Figure 1. Routed metal, one color a layer.
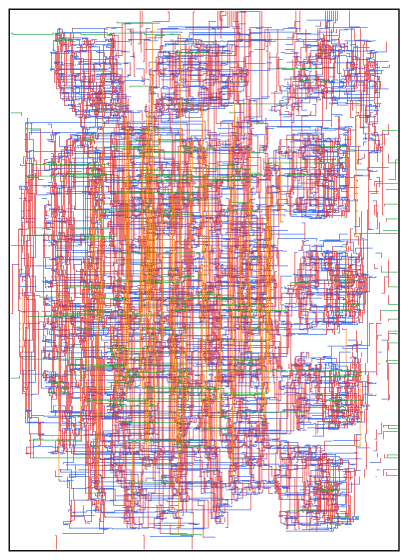
Figure 2. Clock distribution.
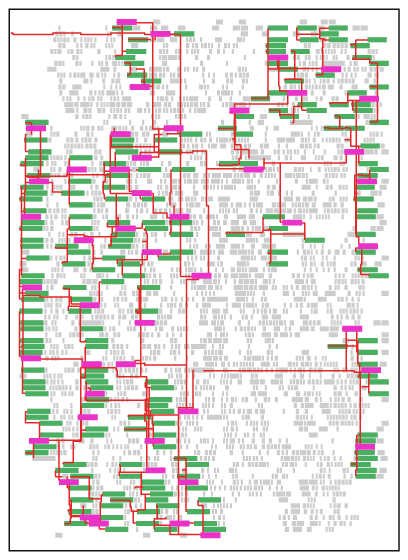
Figure 3. Cells colored by class.
Scale bar: 50 µm.
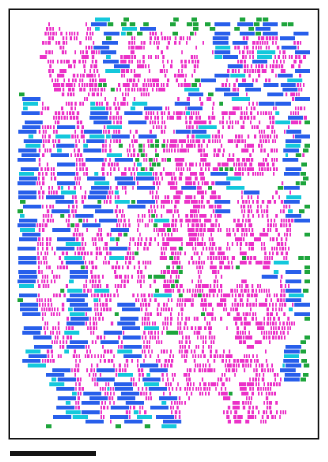
### src/rtl/seg_display_pkg.sv
// Shared types and glyph constants for the scrolling 7-segment message display.
// Segments are active-low, bit order a..g = 0..6.
package seg_display_pkg;

   typedef enum logic {
      ST_IDLE   = 1'b0,
      ST_SCROLL = 1'b1
   } state_e;

   localparam logic [6:0] SEG_BLANK  = 7'h7F;
   localparam logic [6:0] SEG_APOS   = 7'h7D;
   localparam logic [7:0] CHAR_SPACE = 8'h20;

   localparam logic [6:0] GLYPH_NUM [10] = '{
      7'h40, 7'h79, 7'h24, 7'h30, 7'h19,
      7'h12, 7'h02, 7'h78, 7'h00, 7'h10
   };

   // Letters that have no true 7-segment form use the closest readable shape.
   localparam logic [6:0] GLYPH_ALPHA [26] = '{
      7'h08, 7'h03, 7'h46, 7'h21, 7'h06, 7'h0E, 7'h42, 7'h09, 7'h4F,
      7'h61, 7'h0A, 7'h47, 7'h6A, 7'h2B, 7'h23, 7'h0C, 7'h18, 7'h2F,
      7'h12, 7'h07, 7'h41, 7'h63, 7'h55, 7'h09, 7'h11, 7'h24
   };

endpackage

### src/rtl/ascii_seg_lut.sv
// Combinational ASCII to active-low 7-segment glyph lookup.
module ascii_seg_lut
   import seg_display_pkg::*;
(
   input  logic [7:0] char_i,
   output logic [6:0] seg_o
);

   logic [7:0] upper;
   logic [3:0] num_idx;
   logic [4:0] alpha_idx;

   always_comb begin
      upper     = char_i & 8'hDF;
      // Raw 0x00-0x09 and ASCII '0'-'9' share the low nibble as the digit value.
      num_idx   = char_i[3:0];
      alpha_idx = 5'(upper - 8'h41);
      seg_o     = SEG_BLANK;
      if (char_i <= 8'h09 || (char_i >= 8'h30 && char_i <= 8'h39)) begin
         seg_o = GLYPH_NUM[num_idx];
      end else if (upper >= 8'h41 && upper <= 8'h5A) begin
         seg_o = GLYPH_ALPHA[alpha_idx];
      end else if (char_i == 8'h27) begin
         seg_o = SEG_APOS;
      end
   end

endmodule

### src/rtl/ascii_scroll_display.sv
// Message buffer plus right-to-left scroller driving NUM_DIGITS 7-segment digits.
//   state     | meaning
//   ST_IDLE   | buffer editable (clear > start > write), display blank
//   ST_SCROLL | offset advances every TICKS_PER_STEP clocks until stop
module ascii_scroll_display
   import seg_display_pkg::*;
#(
   parameter int NUM_DIGITS     = 6,
   parameter int DEPTH          = 16,
   parameter int TICKS_PER_STEP = 25_000_000
) (
   input  logic                         clk_i,
   input  logic                         reset_i,
   input  logic                         wr_en_i,
   input  logic [7:0]                   wr_char_i,
   input  logic                         clear_i,
   input  logic                         start_i,
   input  logic                         stop_i,
   output logic                         busy_o,
   output logic                         full_o,
   output logic [$clog2(DEPTH+1)-1:0]   len_o,
   output logic [7*NUM_DIGITS-1:0]      hex_segs_o
);

   localparam int LEN_W  = $clog2(DEPTH + 1);
   localparam int OFF_W  = $clog2(DEPTH + NUM_DIGITS);
   localparam int TICK_W = (TICKS_PER_STEP > 1) ? $clog2(TICKS_PER_STEP) : 1;
   localparam int IDX_W  = (DEPTH > 1) ? $clog2(DEPTH) : 1;

   state_e              state_q, state_d;
   logic [LEN_W-1:0]    len_q, len_d;
   logic [OFF_W-1:0]    offset_q, offset_d;
   logic [TICK_W-1:0]   tick_q, tick_d;
   logic [7:0]          buf_q [DEPTH];
   logic [7*NUM_DIGITS-1:0] segs_q, segs_d;
   logic [7:0]          disp_char [NUM_DIGITS];

   logic is_idle, full, do_clear, do_start, do_write, step_due, at_last;

   assign is_idle  = (state_q == ST_IDLE);
   assign full     = (len_q == LEN_W'(DEPTH));
   assign do_clear = is_idle && clear_i;
   assign do_start = is_idle && !clear_i && start_i && (len_q != '0);
   assign do_write = is_idle && !clear_i && !start_i && wr_en_i && !full;
   assign step_due = (tick_q == TICK_W'(TICKS_PER_STEP - 1));
   assign at_last  = (int'(offset_q) == int'(len_q) + NUM_DIGITS - 1);

   always_ff @(posedge clk_i or posedge reset_i) begin
      if (reset_i) begin
         state_q <= ST_IDLE;
      end else begin
         state_q <= state_d;
      end
   end

   always_comb begin
      state_d = state_q;
      case (state_q)
         ST_IDLE:   if (do_start) state_d = ST_SCROLL;
         ST_SCROLL: if (stop_i)   state_d = ST_IDLE;
      endcase
   end

   always_comb begin
      busy_o = (state_q == ST_SCROLL);
      for (int d = 0; d < NUM_DIGITS; d++) begin
         int pos;
         // Rightmost digit shows offset-1, leftmost offset-NUM_DIGITS.
         pos          = int'(offset_q) - d - 1;
         disp_char[d] = CHAR_SPACE;
         if (state_q == ST_SCROLL && pos >= 0 && pos < int'(len_q)) begin
            disp_char[d] = buf_q[IDX_W'(pos)];
         end
      end
   end

   always_comb begin
      len_d    = len_q;
      offset_d = offset_q;
      tick_d   = tick_q;
      if (do_clear) begin
         len_d = '0;
      end else if (do_write) begin
         len_d = len_q + LEN_W'(1);
      end
      if (state_q == ST_SCROLL) begin
         if (stop_i) begin
            offset_d = '0;
            tick_d   = '0;
         end else if (step_due) begin
            tick_d   = '0;
            offset_d = at_last ? '0 : offset_q + OFF_W'(1);
         end else begin
            tick_d = tick_q + TICK_W'(1);
         end
      end else begin
         offset_d = '0;
         tick_d   = '0;
      end
   end

   for (genvar g = 0; g < NUM_DIGITS; g++) begin : g_lut
      ascii_seg_lut u_lut (
         .char_i (disp_char[g]),
         .seg_o  (segs_d[7*g +: 7])
      );
   end

   always_ff @(posedge clk_i or posedge reset_i) begin
      if (reset_i) begin
         len_q    <= '0;
         offset_q <= '0;
         tick_q   <= '0;
         segs_q   <= '1;
      end else begin
         len_q    <= len_d;
         offset_q <= offset_d;
         tick_q   <= tick_d;
         segs_q   <= segs_d;
      end
   end

   always_ff @(posedge clk_i) begin
      if (do_write) begin
         buf_q[IDX_W'(len_q)] <= wr_char_i;
      end
   end

   assign full_o     = full;
   assign len_o      = len_q;
   assign hex_segs_o = segs_q;

endmodule

### config.mk
export PLATFORM = sky130hd
export DESIGN_NAME = ascii_scroll_display
export DESIGN_NICKNAME = d
export VERILOG_FILES = /design/src/rtl/seg_display_pkg.sv /design/src/rtl/ascii_seg_lut.sv /design/src/rtl/ascii_scroll_display.sv
export SDC_FILE = /design/constraint.sdc
export NUM_CORES = 1
export LEC_CHECK = 0
export ABC_AREA = 1
export ABC_CLOCK_PERIOD_IN_PS = 4960
export CAP_MARGIN = 20
export CORE_AREA = 4 4 175 245
export CTS_CLUSTER_DIAMETER = 30
export CTS_CLUSTER_SIZE = 28
export DETAILED_ROUTE_END_ITERATION = 8
export DIE_AREA = 0 0 179 249
export SETUP_SLACK_MARGIN = 0.05
export SLEW_MARGIN = 20
export SYNTH_ARGS = -nofsm -noshare
export SYNTH_HDL_FRONTEND = slang
export SYNTH_SLANG_ARGS = --single-unit
### constraint.sdc
create_clock -name clk_i -period 4.96 [get_ports clk_i]
set_input_delay 1.24 -clock clk_i [delete_from_list [all_inputs] [get_ports clk_i]]
set_output_delay 1.24 -clock clk_i [all_outputs]
set_load 0.02 [all_outputs]
==> flow_metrics.py <==
# Generated from Yosys and OpenROAD reports
metrics = {
    "cts": {
        "worst_skew_pair.late_latency_ns": 0.59,
        "cts-buffers-inserted": 48,
        "post_cts_hold_buffer_count": 0,
        "post_cts_resized": 0,
        "tritoncts_clock_tree": "yes",
        "cts.htree.levels": 2,
        "clock_tree.buffer_depth": 3,
        "clk_pin_slew_worst_paths_ns": 0.05,
    },
    "yosys": {
        "postSynthAreaPerCell_um2": 6.588,
        "yosys_register_bits": 206,
        "synth.cell_area_um2": 18060,
        "syn_inst": 2742,
        "flip_flops_with_a_built_in_enable": 128,
        "ys_async_sr_fraction_pct": 37.86,
        "synth_top_flop_cell": "sky130_fd_sc_hd__edfxtp_1",
        "cell_count_listed_in_synth_stat_txt": 2742,
        "simple_gate_share_pct": 40.49,
        "chip_area_estimate_from_yosys_synthesis_um2": 18060,
        "synth_xor_xnor_area_share_pct": 1.101,
        "unique_masters_post_synth": 56,
        "yosys-top-cells-count": "sky130_fd_sc_hd__nand2_1, sky130_fd_sc_hd__nand3_1, sky130_fd_sc_hd__inv_1",
        "mux_share_of_post_synthesis_cell_area_pct": 0.05541,
    },
    "setup_path": {
        "regToRegEndpoint": "hex_segs_o[23]",
        "timing.critical_path.fanout_max": 21,
        "largest_delay_share_family_worst_path": "simple AND/OR/NAND/NOR gates",
        "arrival_ns": 4.99,
        "worst_setup_path_startpoint": "offset_q[0]",
        "top_cell_by_count_worst_path": "sky130_fd_sc_hd__nand2_1",
        "worstPathRequired_ns": 5.46,
        "worst_path_largest_cell_delay_ns": 0.56,
        "cp-endpoint": "hex_segs_o[23]",
        "critical-path-slowest-cell": "sky130_fd_sc_hd__dfrtp_4",
        "worst_path_class_setup": "flop to flop",
        "worst-r2r-setup-slack_ns": 0.47,
    },
    "die": {
        "num_tap_cells": 540,
        "core_region_area_um2": 40850,
        "core.rowCount": 88,
    },
    "placement": {
        "gpl.final_weighted_congestion": 0.9748,
        "port_buffers": 62,
        "dp.final_hpwl_um": 46700,
        "place_inst": 3311,
    },
    "sta": {
        "slew_viol_final": 0,
        "max_freq_ghz": 0.2227,
        "final.setup.worst_slack_ns": 0.4689,
        "fin_tns_setup_ns": 0,
        "fin_crit_sh_pct": 90.55,
        "timing_hold_violations_final": 0,
        "slew-limit-headroom_pct": 29.55,
    },
    "cells_and_area": {
        "antennaDiodeCount": 0,
        "final.fill_count": 4090,
        "layout.sequential_cells": 206,
        "num-nonclk-buffers": 119,
        "layout.nonclk_buf_share_pct": 5.129,
        "max_reg_flops": 128,
        "finish.net_count": 2933,
        "post_route_cells_drive_above_1_share_pct": 10.87,
        "fin_util_pct": 51.23,
        "comb_area_share_pct": 50.88,
        "area.combinational_um2": 10650,
    },
    "global_route": {
        "first_global_vias": 17449,
        "groute.usage.overall_pct": 27.63,
        "grt_start_max_net_pins": 83,
    },
    "power_and_ir_drop": {
        "p_sw_share_pct": 23.68,
        "powerComb_w": 0.0000865,
        "power.net_switching_w": 0.001232,
        "report.power.total_w": 0.005202,
        "sequentialPower_w": 0.00185,
        "vdd_ir_drop_max_mv": 0.2581,
        "p_seq_share_pct": 35.5,
    },
    "run": {
        "openroad.warnings": 85,
        "drv.max_cap_violation_count": 0,
    },
    "status": {
        "run_status": "complete, no violations",
    },
    "routing": {
        "vias_per_cell": 5.440,
        "drt_first_iter_violations": 1589,
        "wl_per_cell_um": 18.33,
        "ant_nets": 0,
    },
}
-- Figure 1 (at the start) --
[red] metal 2 | wire length: 30.5 mm
[orange] metal 4 | wire length: 3680 µm
[green] metal 3 | wire length: 3730 µm
[blue] metal 1 | wire length: 24.4 mm

-- Figure 2 (at the start) --
[red] clock wires | length: 3400 µm
[magenta] clock drivers | count: 48
[green] flip-flops | count: 206
flops lie: spread over the die
routed clock nets: 49

-- Figure 3 (at the start) --
[blue] sequential cells | cells: 206
[magenta] combinational and other logic | cells: 2446
[green] remaining buffers and delay cells | cells: 119
[cyan] clock drivers and dummy loads | cells: 90

[routing by layer]
layer  global-route usage, %  vias up  wire, µm
li1                        -     9105         -
met1                   33.31     8584     24430
met2                   47.48      636     30510
met3                   3.962      177      3729
met4                   13.85        0      3683
met5                       0        -         0
[how the worst min path moves through the flow]
stage / start / to / slack, ns / depth (start not counted)
6_report: tick_q[12] / tick_q[12] / 0.49 / 1
4_1_cts: tick_q[12] / tick_q[12] / 0.49 / 1
3_3_place_gp: tick_q[15] / tick_q[15] / 0.47 / 1
5_1_grt: tick_q[12] / tick_q[12] / 0.51 / 1
3_5_place_dp: tick_q[12] / tick_q[12] / 0.48 / 1
2_1_floorplan: tick_q[0] / tick_q[0] / 0.45 / 1
